--- config.mk ---
export PLATFORM = sky130hd
export DESIGN_NAME = pc_sequencer
export DESIGN_NICKNAME = d
export VERILOG_FILES = /design/src/rtl/pc_sequencer.sv
export SDC_FILE = /design/constraint.sdc
export NUM_CORES = 1
export LEC_CHECK = 0
export CAP_MARGIN = 5
export CORE_MARGIN = 3
export CORE_UTILIZATION = 35
export DETAILED_ROUTE_END_ITERATION = 8
export PLACE_DENSITY = 0.78
export RECOVER_POWER = 25
export SLEW_MARGIN = 15
export SYNTH_ARGS = -nofsm -noshare
export SYNTH_HDL_FRONTEND = slang
export SYNTH_SLANG_ARGS = --single-unit
--- constraint.sdc ---
create_clock -name clk -period 3.65 [get_ports clk]
set_clock_uncertainty 0.1 [all_clocks]
set_input_delay 0.365 -clock clk [delete_from_list [all_inputs] [get_ports clk]]
set_output_delay 0.365 -clock clk [all_outputs]
set_load 0.01 [all_outputs]
--- src/rtl/pc_sequencer.sv ---
// -----------------------------------------------------------------------------
// pc_sequencer
//
// Registered program-counter unit for the MIPS core. It owns the PC register,
// the exception return address (EPC) and a two-state RUN/EXC machine. It also
// supports stall and ERET.
//
// Optional feature macro: PC_RAS_EN
//   When this macro is defined, a circular return-address stack is added.
//   Mode 000 pushes pc+1 onto it, and mode 111 pops from it.
//   It also adds two registered status ports, ras_empty and ras_full.
//
// Ports
//   clk           in   1       rising-edge clock
//   rst           in   1       synchronous active-high reset (beats stall)
//   stall         in   1       hold PC, EPC, FSM and RAS this cycle
//   pc_sel        in   3       next-PC mode select
//   t_addr        in   PC_W    absolute jump target
//   n_off         in   PC_W    two's complement branch offset
//   rd_addr       in   PC_W    register jump target
//   ilt           in   1       less-than flag
//   neq           in   1       not-equal flag
//   cond_sel      in   1       0 = branch on ilt, 1 = branch on neq
//   excep         in   1       exception request (mode 001 only)
//   pc            out  PC_W    current PC
//   pc_plus_1_ext out  DATA_W  zero-extended pc+1 (combinational from pc)
//   epc           out  PC_W    saved exception return address
//   in_exc        out  1       high while the FSM is in EXC
//   ras_empty     out  1       (PC_RAS_EN only) stack holds no entries
//   ras_full      out  1       (PC_RAS_EN only) stack holds RAS_DEPTH entries
// -----------------------------------------------------------------------------
module pc_sequencer #(
  parameter int              PC_W      = 12,
  parameter int              DATA_W    = 32,
  parameter logic [PC_W-1:0] RESET_PC  = {PC_W{1'b0}},
  parameter logic [PC_W-1:0] EXC_VEC   = {PC_W{1'b0}},
  parameter int              RAS_DEPTH = 4
) (
  input  logic              clk,
  input  logic              rst,
  input  logic              stall,
  input  logic [2:0]        pc_sel,
  input  logic [PC_W-1:0]   t_addr,
  input  logic [PC_W-1:0]   n_off,
  input  logic [PC_W-1:0]   rd_addr,
  input  logic              ilt,
  input  logic              neq,
  input  logic              cond_sel,
  input  logic              excep,
  output logic [PC_W-1:0]   pc,
  output logic [DATA_W-1:0] pc_plus_1_ext,
  output logic [PC_W-1:0]   epc,
  output logic              in_exc
`ifdef PC_RAS_EN
  ,
  output logic              ras_empty,
  output logic              ras_full
`endif
);

  // Mode encodings of pc_sel.
  localparam logic [2:0] SEL_JUMP = 3'b000;
  localparam logic [2:0] SEL_EXC  = 3'b001;
  localparam logic [2:0] SEL_SEQ  = 3'b010;
  localparam logic [2:0] SEL_COND = 3'b011;
  localparam logic [2:0] SEL_BR   = 3'b100;
  localparam logic [2:0] SEL_JR   = 3'b101;
  localparam logic [2:0] SEL_ERET = 3'b110;
  localparam logic [2:0] SEL_RET  = 3'b111;

  // Elaboration-time checks for parameter combinations that cannot work.
  if (DATA_W < PC_W) begin : g_bad_data_w
    $error("pc_sequencer: DATA_W must be >= PC_W");
  end
  if ((RAS_DEPTH < 2) || ((RAS_DEPTH & (RAS_DEPTH - 1)) != 0)) begin : g_bad_ras_depth
    $error("pc_sequencer: RAS_DEPTH must be a power of two and >= 2");
  end

  typedef enum logic [0:0] {
    ST_RUN = 1'b0,
    ST_EXC = 1'b1
  } state_t;

  state_t          state_r;
  state_t          state_nxt_s;
  logic [PC_W-1:0] pc_r;
  logic [PC_W-1:0] epc_r;
  logic            in_exc_r;
  logic [PC_W-1:0] pc_nxt_s;
  logic [PC_W-1:0] epc_nxt_s;
  logic [PC_W-1:0] p1_s;
  logic [PC_W-1:0] br_s;
  logic            cond_s;

  // Both sums wrap modulo 2^PC_W. No carry is exported.
  assign p1_s   = pc_r + {{(PC_W-1){1'b0}}, 1'b1};
  assign br_s   = p1_s + n_off;
  assign cond_s = cond_sel ? neq : ilt;

  assign pc            = pc_r;
  assign epc           = epc_r;
  assign in_exc        = in_exc_r;
  assign pc_plus_1_ext = DATA_W'(p1_s);

`ifdef PC_RAS_EN
  localparam int PTR_W = $clog2(RAS_DEPTH);
  localparam int CNT_W = $clog2(RAS_DEPTH + 1);
  localparam logic [CNT_W-1:0] CNT_MAX = CNT_W'(RAS_DEPTH);

  logic [PC_W-1:0]  ras_mem_r [RAS_DEPTH];
  logic [PTR_W-1:0] ras_wp_r;      // next slot to write; top sits one below
  logic [CNT_W-1:0] ras_cnt_r;
  logic             ras_empty_r;
  logic             ras_full_r;
  logic [PTR_W-1:0] ras_top_idx_s;
  logic [PC_W-1:0]  ras_top_s;
  logic             push_req_s;
  logic             pop_req_s;
  logic             push_s;
  logic             pop_s;
  logic [PTR_W-1:0] ras_wp_nxt_s;
  logic [CNT_W-1:0] ras_cnt_nxt_s;

  assign ras_top_idx_s = ras_wp_r - PTR_W'(1'b1);
  assign ras_top_s     = ras_mem_r[ras_top_idx_s];
  // A stalled cycle neither pushes nor pops.
  assign push_s        = push_req_s & ~stall;
  assign pop_s         = pop_req_s & ~stall;
  assign ras_empty     = ras_empty_r;
  assign ras_full      = ras_full_r;
`endif

  // Next-PC, EPC and FSM selection from pc_sel and the current state.
  always_comb begin
    pc_nxt_s    = p1_s;
    epc_nxt_s   = epc_r;
    state_nxt_s = state_r;
`ifdef PC_RAS_EN
    push_req_s  = 1'b0;
    pop_req_s   = 1'b0;
`endif
    case (pc_sel)
      SEL_JUMP: begin
        pc_nxt_s = t_addr;
`ifdef PC_RAS_EN
        push_req_s = 1'b1;
`endif
      end
      SEL_EXC: begin
        // A nested request while in EXC is dropped. EPC keeps the first return address.
        if ((state_r == ST_RUN) && excep) begin
          pc_nxt_s    = EXC_VEC;
          epc_nxt_s   = p1_s;
          state_nxt_s = ST_EXC;
        end else begin
          pc_nxt_s = p1_s;
        end
      end
      SEL_SEQ: begin
        pc_nxt_s = p1_s;
      end
      SEL_COND: begin
        if (cond_s) begin
          pc_nxt_s = br_s;
        end else begin
          pc_nxt_s = p1_s;
        end
      end
      SEL_BR: begin
        pc_nxt_s = br_s;
      end
      SEL_JR: begin
        pc_nxt_s = rd_addr;
      end
      SEL_ERET: begin
        // In RUN there is nothing to return from, so ERET behaves like a plain step.
        if (state_r == ST_EXC) begin
          pc_nxt_s    = epc_r;
          state_nxt_s = ST_RUN;
        end else begin
          pc_nxt_s = p1_s;
        end
      end
      SEL_RET: begin
`ifdef PC_RAS_EN
        // A pop from an empty stack falls through to pc+1 and leaves the stack untouched.
        if (!ras_empty_r) begin
          pc_nxt_s  = ras_top_s;
          pop_req_s = 1'b1;
        end else begin
          pc_nxt_s = p1_s;
        end
`else
        pc_nxt_s = p1_s;
`endif
      end
      default: begin
        pc_nxt_s = p1_s;
      end
    endcase
  end

  // PC, EPC and FSM state registers. rst wins over stall.
  always_ff @(posedge clk) begin
    if (rst) begin
      pc_r     <= RESET_PC;
      epc_r    <= {PC_W{1'b0}};
      state_r  <= ST_RUN;
      in_exc_r <= 1'b0;
    end else if (!stall) begin
      pc_r     <= pc_nxt_s;
      epc_r    <= epc_nxt_s;
      state_r  <= state_nxt_s;
      in_exc_r <= (state_nxt_s == ST_EXC);
    end
  end

`ifdef PC_RAS_EN
  // Stack pointer and occupancy update. A push onto a full stack overwrites the oldest entry.
  always_comb begin
    ras_wp_nxt_s  = ras_wp_r;
    ras_cnt_nxt_s = ras_cnt_r;
    if (push_s) begin
      ras_wp_nxt_s = ras_wp_r + PTR_W'(1'b1);
      if (ras_full_r) begin
        ras_cnt_nxt_s = ras_cnt_r;
      end else begin
        ras_cnt_nxt_s = ras_cnt_r + CNT_W'(1'b1);
      end
    end else if (pop_s) begin
      ras_wp_nxt_s  = ras_wp_r - PTR_W'(1'b1);
      ras_cnt_nxt_s = ras_cnt_r - CNT_W'(1'b1);
    end else begin
      ras_wp_nxt_s  = ras_wp_r;
      ras_cnt_nxt_s = ras_cnt_r;
    end
  end

  // Return-address stack storage, pointer, count and registered status flags.
  always_ff @(posedge clk) begin
    if (rst) begin
      for (int i = 0; i < RAS_DEPTH; i++) begin
        ras_mem_r[i] <= {PC_W{1'b0}};
      end
      ras_wp_r    <= {PTR_W{1'b0}};
      ras_cnt_r   <= {CNT_W{1'b0}};
      ras_empty_r <= 1'b1;
      ras_full_r  <= 1'b0;
    end else begin
      if (push_s) begin
        ras_mem_r[ras_wp_r] <= p1_s;
      end
      ras_wp_r    <= ras_wp_nxt_s;
      ras_cnt_r   <= ras_cnt_nxt_s;
      ras_empty_r <= (ras_cnt_nxt_s == {CNT_W{1'b0}});
      ras_full_r  <= (ras_cnt_nxt_s == CNT_MAX);
    end
  end
`endif

endmodule

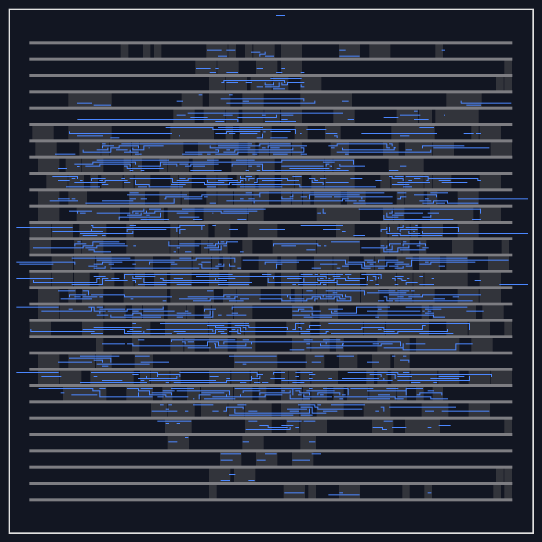
*M1 wires*
(6 px per um) Supply wires on this layer in grey.
main direction: horizontal
nets with wire on the layer: 340
vias post-DR: 2299
drt total wl: 7.006 mm

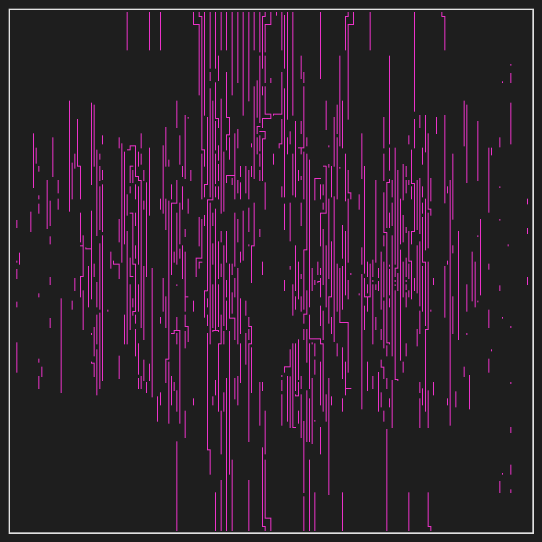
*M2 wires*
(6 px per um)
share of all routed wire: 47%
main direction: vertical
longest straight run: 40.8 um
wire length on this layer: 3290 um

==> out/results.ini <==
[die]
fp.dieW_um = 87.08
ios = 103
rows = 28
fp_util = 0.3753
core-area_sq_um = 6131
chip_area_sq_um = 7583
die_h_um = 87.08

[cts]
clk_pin_slew_ns = 0.09
cts_max_path_buffers = 2
root_buffer = clkbuf_8
cts_made_buffers = 3
cts_hold_buf = 0
cts_tree = yes
cts_resized = 0
clock_sinks = 25
clk_latency_ns = 0.27
postCtsSetupRepairBufs = 0
htreeDepth = 1

[cells_and_area]
design_area_sq_um = 3149
nets = 416
antenna_cells = 0
final_layout_size_suffix_gt1_frac = 0.08239
mostFrequentLayoutCell = clkdlybuf4s50_1
syn_to_final_growth_pct = 36.87
layout_top_cells = 67 x clkdlybuf4s50_1, 25 x dfxtp_1, 20 x conb_1

[synthesis]
ys_area_sq_um = 2301
ys_ff = 25
syn_inst = 276
async_flop_share = 0
flop_cell = dfxtp_1
syn_area_per_cell_sq_um = 8.337
ys_seq_frac = 0.2175
synth_area_sq_um = 2301
yosysWarnings = 0
edf_count = 0
ys_types = 52
ys_cells = 276

[critical_path]
worstRegToRegCells = 10
cp.arrival_ns = 2.98
worst-endpoint-required_ns = 3.71
r2r_setup_slack_ns = 0.73
cp-startpoint = pc[0]
crit_chain = ha_1 -> nand3_1 -> xnor2_1 -> ha_1 -> and3_1 -> a221oi_2 -> o31a_2 -> xnor2_1 -> a221oi_2 -> nor3_2
crit_path_end = pc[9]
cpPeakStageDelay_ns = 0.39
critPathCaptureType = flip-flop
rr_startpoint = pc[0]
cpMaxStageDelayCell = dfxtp_1
path_class = flip-flop to flip-flop
path_max_fanout = 7
setup.worst_path.start_class = flip-flop
timing.rr.end = pc[9]

[place]
dpl_cell_area_sq_um = 3104
dpl.hpwl_mm = 5.562
portBuffers = 82
place_congestion = 0.8860
post-place-ws_ns = 0.7601

[drt]
first_pass_iters = 5
drt-initial-drc-count = 114
wl_per_cell_um = 16.41
vias_per_cell = 5.384
drc = 0
antenna_left = 0

[global_routing]
grt_use_met1 = 0.2363
gr-total-overflow = 0
grt_first_pass_wirelength_mm = 10.96
track_usage = 0.1834
grt_busiest_layer = met2
grt_use_met3 = 0.05676
grt_pass1_vias = 2221
grt_max_degree = 26
use_met2 = 0.2968
antenna_found_initial = 0

[sta]
finalSetupTns_ns = 0
timing.final.crit_share = 0.8011
min_period_ns = 2.924
worst_slack_ns = 0.7259
finalHoldViolCount = 0
rsz0062_at_grt = no
slew_headroom = 0.6286
slew_violations = 0
worst-slew-pin-transition_ns = 0.5553
timing.fmax_mhz = 342.0
setup_viol = 0

[status]
status = finished clean

[pwr]
p_total_uw = 815.1
p_per_area_nw_per_um2 = 258.8
p_leak_nw = 1.279
vdd_drop_max_mv = 0.1814

[job]
maxCapViolations = 0
warnings = 30

[min_path]
holdCritPathClass = flip-flop to flip-flop

logic make-up after synthesis:
kind of cell               Yosys count  synth area share
xor gates and xnor gates            21           0.08646
and+or+nand+nor                     76            0.1838
muxes                               11           0.04785
adders and majority gates           17           0.09570
AOI/OAI and AO/OA                   79            0.2485
buffers and inverters               46            0.1185
other                                1          0.001630
DFF                                 25            0.2175
metrics by stage:
stage               utilization  instances  hold slack, ns
floorplan                     -        295          0.4137
global placement         0.5063        423          0.3841
detailed placement       0.5063        423          0.4038
CTS                      0.5137        427          0.4164
global route             0.5137        427          0.4503
finish                   0.5137        427          0.4157
cell usage after synthesis (all sizes together), types with 4 or more instances:
| master | instances | area, sq um |
|---|---|---|
| nor2 | 21 | 83.83 |
| a22oi | 10 | 75.07 |
| buf | 27 | 201.4 |
| xnor2 | 17 | 163.9 |
| nand2 | 17 | 63.81 |
| a221oi | 11 | 108.9 |
| xor2 | 4 | 35.03 |
| a211oi | 7 | 67.57 |
| a21o | 5 | 37.54 |
| ha | 16 | 200.2 |
| nand3 | 6 | 30.03 |
| a21oi | 15 | 75.07 |
| o21ai | 18 | 101.4 |
| nor2b | 5 | 31.28 |
| mux2i | 11 | 110.1 |
| dfxtp | 25 | 500.5 |
| inv | 10 | 37.54 |
| clkbuf | 9 | 33.78 |
| nor3 | 9 | 55.05 |
worst min path at each step:
stage	startpoint	end	slack (ns)	depth (start not counted)
2_1_floorplan	pc[1]	pc[1]	0.41	2
3_3_place_gp	pc[1]	pc[1]	0.38	2
3_5_place_dp	pc[1]	pc[1]	0.40	2
4_1_cts	pc[1]	pc[1]	0.42	2
5_1_grt	pc[1]	pc[1]	0.45	2
6_report	pc[1]	pc[1]	0.42	2
layout make-up:
type | instances | area [sq um]
fill | 583 | 2982
multi-input combinational | 224 | 1599
timing repair buffer | 89 | 873.3
sequential | 25 | 500.5
tap | 75 | 93.84
clock buffer | 4 | 45.04
inverter | 10 | 37.54
state kept, by name, indices dropped and copies added, names as in the netlist:
| name | flops |
|---|---|
| pc | 12 |
| epc | 12 |
| in_exc | 1 |
metal layers:
metal,vias to the layer above,part of all wire
met3,14,0.095
met1,1057,0.42
met4,0,0.016
met2,113,0.47
li1,1115,-
met5,-,0
power breakdown:
group | total, mW | switching (mW) | internal [mW]
Clock | 0.167 | 0.0891 | 0.0781
Sequential | 0.303 | 0.0180 | 0.285
Combinational | 0.345 | 0.172 | 0.173
Total | 0.815 | 0.279 | 0.536
critical path, delay by kind of cell, from the launching register on:
family,cells,cell delay [ns]
AOI/OAI and AO/OA,3,0.86
adders and majority gates,2,0.68
xor gates and xnor gates,2,0.39
DFF,1,0.39
and+or+nand+nor,3,0.41
Power figures rest on the tool's default switching activity, not on a simulated workload.
